<file path="src/rtl/regfile_wr_arb_if.sv">
// Bundles the writeback-source request side and the register-file write port of regfile_wr_arb.
// The slave modport is the arbiter's view; the master modport is the requesters' view.
interface regfile_wr_arb_if #(
    parameter int unsigned NREQ = 3,
    parameter int unsigned AW   = 5,
    parameter int unsigned DW   = 32
);
    logic [NREQ-1:0]    req;
    logic [NREQ*AW-1:0] req_addr;
    logic [NREQ*DW-1:0] req_data;
    logic               stall;
    logic [NREQ-1:0]    gnt;
    logic               we3;
    logic [AW-1:0]      a3;
    logic [DW-1:0]      wd3;
    logic               busy;

    modport master (
        output req, req_addr, req_data, stall,
        input  gnt, we3, a3, wd3, busy
    );

    modport slave (
        input  req, req_addr, req_data, stall,
        output gnt, we3, a3, wd3, busy
    );
endinterface

</file>
<file path="src/rtl/regfile_wr_arb.sv">
// Round-robin arbiter for the single register-file write port.
// Grants are combinational; the winning write is registered onto we3/a3/wd3, and r0 writes are dropped.
module regfile_wr_arb #(
    parameter int unsigned NREQ = 3,
    parameter int unsigned AW   = 5,
    parameter int unsigned DW   = 32
) (
    input  logic             clk,
    input  logic             rst_n,
    regfile_wr_arb_if.slave  bus
);
    localparam int unsigned PW = $clog2(NREQ);

    logic [PW-1:0]   ptr_q, ptr_d;
    logic            we3_q, we3_d;
    logic [AW-1:0]   a3_q, a3_d;
    logic [DW-1:0]   wd3_q, wd3_d;

    logic [NREQ-1:0] gnt_c;
    logic            grant_vld;
    logic [PW-1:0]   win;
    logic [PW-1:0]   cand;
    int unsigned     idx;
    logic [AW-1:0]   win_addr;
    logic [DW-1:0]   win_data;

    // Scan from ptr upward with wrap; the first requester found wins.
    always_comb begin
        gnt_c     = '0;
        grant_vld = 1'b0;
        win       = '0;
        cand      = '0;
        idx       = 0;
        for (int unsigned i = 0; i < NREQ; i++) begin
            idx = 32'(ptr_q) + i;
            if (idx >= NREQ) begin
                idx = idx - NREQ;
            end
            cand = PW'(idx);
            if (!grant_vld && !bus.stall && bus.req[cand]) begin
                grant_vld = 1'b1;
                win       = cand;
            end
        end
        // No grant may be issued while reset is asserted.
        if (!rst_n) begin
            grant_vld = 1'b0;
        end
        if (grant_vld) begin
            gnt_c[win] = 1'b1;
        end
    end

    always_comb begin
        win_addr = bus.req_addr[32'(win) * AW +: AW];
        win_data = bus.req_data[32'(win) * DW +: DW];
        ptr_d    = ptr_q;
        we3_d    = 1'b0;
        a3_d     = a3_q;
        wd3_d    = wd3_q;
        if (grant_vld) begin
            ptr_d = (win == PW'(NREQ - 1)) ? '0 : win + 1'b1;
            a3_d  = win_addr;
            wd3_d = win_data;
            // Writes to r0 complete the handshake but never reach the register file.
            we3_d = |win_addr;
        end
    end

    always_ff @(posedge clk or negedge rst_n) begin
        if (!rst_n) begin
            ptr_q <= '0;
            we3_q <= 1'b0;
            a3_q  <= '0;
            wd3_q <= '0;
        end else begin
            ptr_q <= ptr_d;
            we3_q <= we3_d;
            a3_q  <= a3_d;
            wd3_q <= wd3_d;
        end
    end

    assign bus.gnt  = gnt_c;
    assign bus.we3  = we3_q;
    assign bus.a3   = a3_q;
    assign bus.wd3  = wd3_q;
    assign bus.busy = (|bus.req) | we3_q;
endmodule
</file>
<file path="src/flat_wrapper.sv">
// flat-port wrapper written by rule: the top's interface ports become plain ports
module regfile_wr_arb_flat 
#(
    parameter int unsigned NREQ = 3,
    parameter int unsigned AW   = 5,
    parameter int unsigned DW   = 32
)
  (clk, rst_n, bus_req, bus_req_addr, bus_req_data, bus_stall, bus_gnt, bus_we3, bus_a3, bus_wd3, bus_busy);
  regfile_wr_arb_if #(.NREQ(NREQ), .AW(AW), .DW(DW)) bus_i ();
  input  logic clk;
  input  logic rst_n;
  input wire logic [$bits(bus_i.req)-1:0] bus_req;
  input wire logic [$bits(bus_i.req_addr)-1:0] bus_req_addr;
  input wire logic [$bits(bus_i.req_data)-1:0] bus_req_data;
  input wire logic [$bits(bus_i.stall)-1:0] bus_stall;
  output wire logic [$bits(bus_i.gnt)-1:0] bus_gnt;
  output wire logic [$bits(bus_i.we3)-1:0] bus_we3;
  output wire logic [$bits(bus_i.a3)-1:0] bus_a3;
  output wire logic [$bits(bus_i.wd3)-1:0] bus_wd3;
  output wire logic [$bits(bus_i.busy)-1:0] bus_busy;
  assign bus_i.req = bus_req;
  assign bus_i.req_addr = bus_req_addr;
  assign bus_i.req_data = bus_req_data;
  assign bus_i.stall = bus_stall;
  assign bus_gnt = bus_i.gnt;
  assign bus_we3 = bus_i.we3;
  assign bus_a3 = bus_i.a3;
  assign bus_wd3 = bus_i.wd3;
  assign bus_busy = bus_i.busy;
  regfile_wr_arb #(.NREQ(NREQ), .AW(AW), .DW(DW)) u_core (.clk(clk), .rst_n(rst_n), .bus(bus_i));
endmodule
</file>
<file path="config.mk">
export PLATFORM = sky130hd
export DESIGN_NAME = regfile_wr_arb_flat
export DESIGN_NICKNAME = d
export VERILOG_FILES = /design/src/rtl/regfile_wr_arb_if.sv /design/src/rtl/regfile_wr_arb.sv /design/src/flat_wrapper.sv
export SDC_FILE = /design/constraint.sdc
export NUM_CORES = 1
export LEC_CHECK = 0
export ABC_AREA = 1
export CAP_MARGIN = 25
export CORE_AREA = 2 2 85 87
export CTS_CLUSTER_SIZE = 8
export DETAILED_ROUTE_END_ITERATION = 10
export DIE_AREA = 0 0 87 89
export GPL_TIMING_DRIVEN = 0
export PLACE_DENSITY = 0.89
export SLEW_MARGIN = 5
export SYNTH_ARGS = -nofsm -noshare
export SYNTH_HDL_FRONTEND = slang
export SYNTH_SLANG_ARGS = --single-unit
export TNS_END_PERCENT = 100
</file>
<file path="constraint.sdc">
create_clock -name clk -period 3.5 [get_ports clk]
set_input_delay 0.35 -clock clk [delete_from_list [all_inputs] [get_ports clk]]
set_output_delay 0.35 -clock clk [all_outputs]
set_load 0.01 [all_outputs]
</file>
Figure 1. Congestion heat map (run 1).
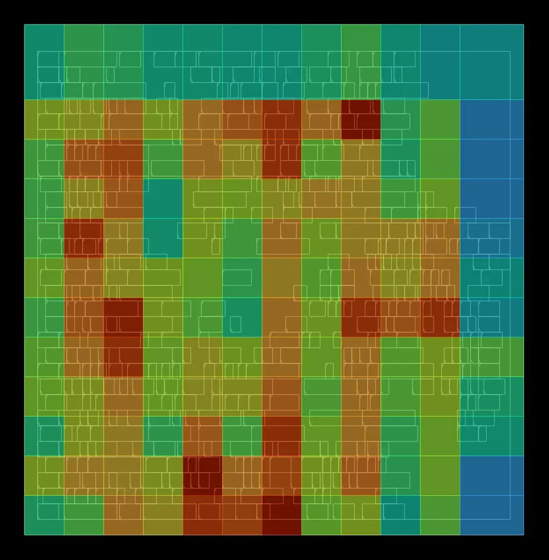
Final Util: 61.5%
Global Route met2 Usage: 39.1%

Figure 2. Placement by cell class (run 1).
Scale: 6 px per um. Fill, decap, tap and diode cells in grey.
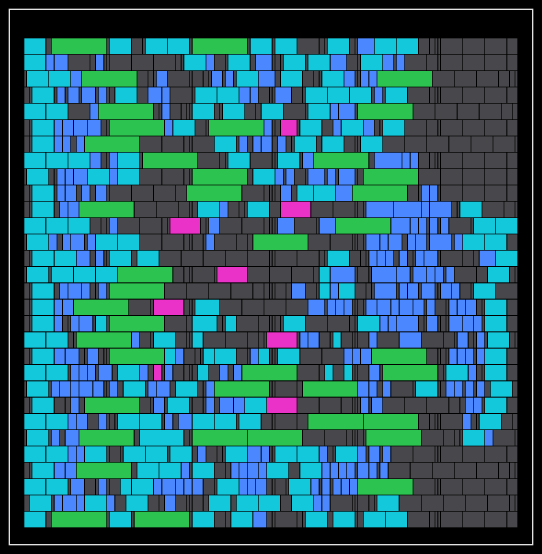
flip-flops -> green  # cells 40, share of their area 25%
all other logic -> blue  # cells 259, share of their area 31%
other buffers and delay cells -> cyan  # cells 176, share of their area 42%
clock drivers and dummy loads -> magenta  # cells 8, share of their area 2.3%

Figure 3. Clock network drawn from the DEF (run 1).
Scale: 4 px per um.
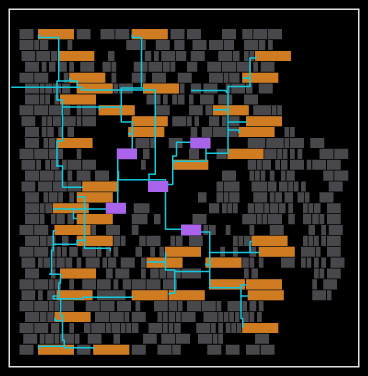
clock wires -> cyan  # length 524 um
flip-flops -> orange  # count 40
cells driving clock nets -> purple  # count 5
routed clock nets = 6

Figure 4. Signal wires by layer (run 1).
Scale: 6 px per um.
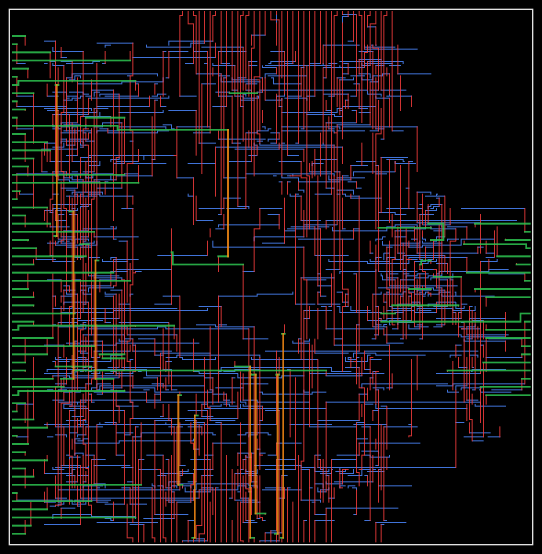
met2 -> red  # wire length 4,290 um
met4 -> orange  # wire length 241 um
met1 -> blue  # wire length 3,280 um
met3 -> green  # wire length 735 um

==> flow_summary.yaml, run 1 <==
# generated from flow reports
die:
  rows: 30
  core_um2: 6720
  tap_cells: 80
  io_pins: 159
cells_and_area:
  num-clock-buffers: 7
  drive_above_1_share_pct: 8.49
  inverters_excl_clock: 17
  sh_comb_area_pct: 28.4
  clock_tree_area_fraction_pct: 2.27
  combGateArea_um2: 1170
  buf_share_pct: 41.1
  seq_share_pct: 24.2
  diodes: 0
  buffers: 176
  largest_register_ffs: 32
  final_cell_count_no_fill: 563
  regArea_um2: 1000
  syn2layout_area_growth_pct: 77.2
power:
  pg_seq_mw: 0.816
  comb_cell_power_mw: 2.10
  total_power_mw: 3.24
  p_seq_share_pct: 25.2
  switching_share_pct: 44.3
  p_int_mw: 1.80
  clock_power_mw: 0.327
  pwr-share-clk_pct: 10.1
  combPwrFrac_pct: 64.7
  ir_worst_vdd_v: 0.000489
worst_setup_path:
  cp_cell_sequence: "inv_1 > ha_1 > inv_2 > nand2_1 > a21oi_1 > nand4_1 > nand2_1 > nor2_4 > nor2_1 > buf_2 > clkdlybuf4s50_1"
  startpoint: "u_core.ptr_q[0]$_DFFE_PN0P_"
  worstSetupEndpoint: "bus_gnt[1]"
  crit_cells: 11
  critPathBufInv: 4
  crit_fanout: 10
  critPathSlowestCell: "clkdlybuf4s50_1"
  r2r-start: "u_core.ptr_q[0]$_DFFE_PN0P_"
  worst_path_dominant_cell_family: "buffers and inverters"
  r2r_setup_slack_ns: 1.10
  reg2regPathDepth: 12
place:
  port_buffers: 158
  dpl.hpwl_um: 6890
  dp.cells: 554
logic_synthesis:
  top_area_cell: "dfrtp_1"
  synth_cell_types: 25
  synthCells: 315
  top_cell_area_share_pct: 42.9
  yosysCellCount: 315
  synth.most_common_cell: "nand2_1"
  yosys_area_um2: 2330
  ys.flops: 40
  postSynthSeqShare_pct: 42.9
  synth_area_um2: 2330
  synth-async-reset-ratio_pct: 100
  yosysWarnings: 0
  compound_area_share_pct: 16.1
flow_run:
  maxCapViolations: 0
global_route:
  overflow: 0
  antenna_found_initial: 0
  met1_usage_pct: 23.2
clock_network:
  cts-buffers-inserted: 5
  tritoncts: "yes"
  cts_max_path_buffers: 2
  cts_max_level: 2
  post_cts_buffers: 0
timing:
  fin_ws_ns: 0.196
  hold_ws_ns: 0.483
  finClkSkew_ns: 0.0126
  setup_violations: 0
  slew_headroom_pct: 62.3
  hold_violations: 0
min_path:
  hold_path_class: "primary input to asynchronous set/reset pin"
drt:
  drtPass1Iterations: 4
  via_per_inst: 5.08
  drc_errors: 0
  top_layer_used: "met4"
  drt-initial-drc-count: 98
run_status:
  status: "finished, final reports clean"
Figure 5. Supply network (run 1).
Scale: 6 px per um. Pins as bars on the die edge. Tap cells in grey.
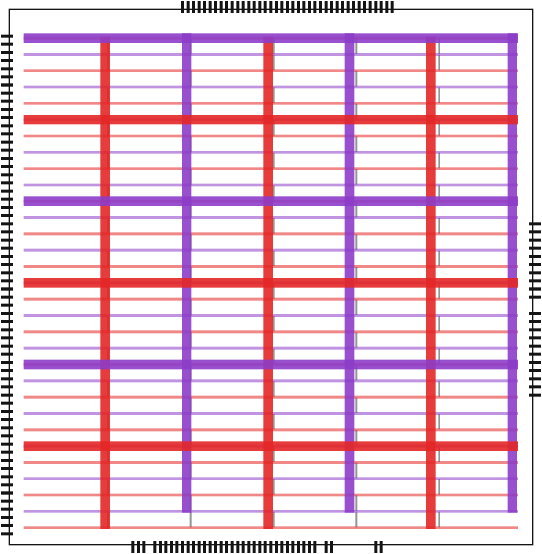

==> run 1 -> run 2 <==
- CELL_PAD_IN_SITES_DETAIL_PLACEMENT: not set -> 1
- CELL_PAD_IN_SITES_GLOBAL_PLACEMENT: not set -> 1
- CORE_AREA: 2 2 85 87 -> 2 2 100 102
- DIE_AREA: 0 0 87 89 -> 0 0 102 104
- PLACE_DENSITY: 0.89 -> 0.94
Figure 6. Supply network (run 2).
Scale: 4 px per um. Pins as bars on the die edge. Tap cells in grey.
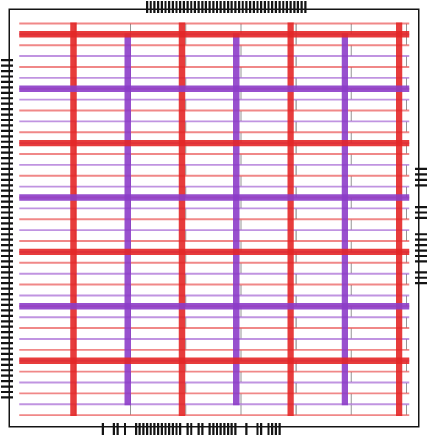
VDD -> purple
VSS -> red
met5 straps = 7
met4 straps = 7

Figure 7. Signal wires by layer (run 2).
Scale: 4 px per um.
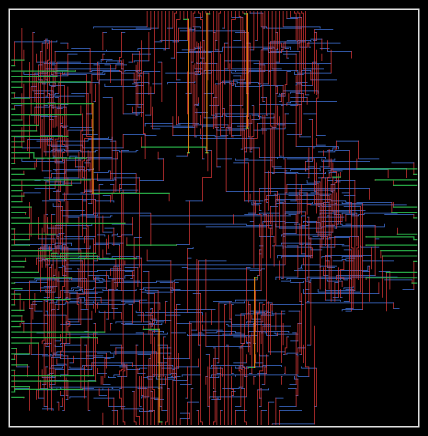
met3 -> green  # wire length 695 um
met1 -> blue  # wire length 3,860 um
met2 -> red  # wire length 5,450 um
met4 -> orange  # wire length 165 um

==> run 2 against run 1 <==
Flip-flop count did not move. Sequential power is 1% higher. Critical endpoint is now bus_gnt[2]. Via count up 1.9%.
==> flow_summary.yaml, run 2 <==
# generated from flow reports
run_status:
  status: "finished, final reports clean"
drt:
  drtPass1Iterations: 4
  via_per_inst: 4.74
  drt-initial-drc-count: 50
logic_synthesis:
  top_cell_area_share_pct: 42.9
  synth_area_um2: 2330
  synth-async-reset-ratio_pct: 100
  synth.most_common_cell: "nand2_1"
  yosysWarnings: 0
  ys.flops: 40
cells_and_area:
  buffers: 175
  drive_above_1_share_pct: 8.92
  seq_share_pct: 23.7
  syn2layout_area_growth_pct: 80.9
  utilization_pct: 44.2
  regArea_um2: 1000
  largest_register_ffs: 32
  sh_comb_area_pct: 28.1
  num-clock-buffers: 6
die:
  io_pins: 159
  tap_cells: 133
place:
  dpl.hpwl_um: 8390
  dp.cells: 607
  port_buffers: 158
power:
  ir_worst_vdd_v: 0.000326
  p_seq_share_pct: 24.5
  clock_power_mw: 0.384
  pwr-share-clk_pct: 11.4
clock_network:
  tritoncts: "yes"
  cts_max_level: 2
timing:
  hold_violations: 0
  fin_ws_ns: 0.209
  finClkSkew_ns: 0.00944
worst_setup_path:
  crit_fanout: 10
  r2r_setup_slack_ns: 1.07
  reg2regPathDepth: 11
global_route:
  overflow: 0
Power figures rest on the tool's default switching activity, not on a simulated workload.
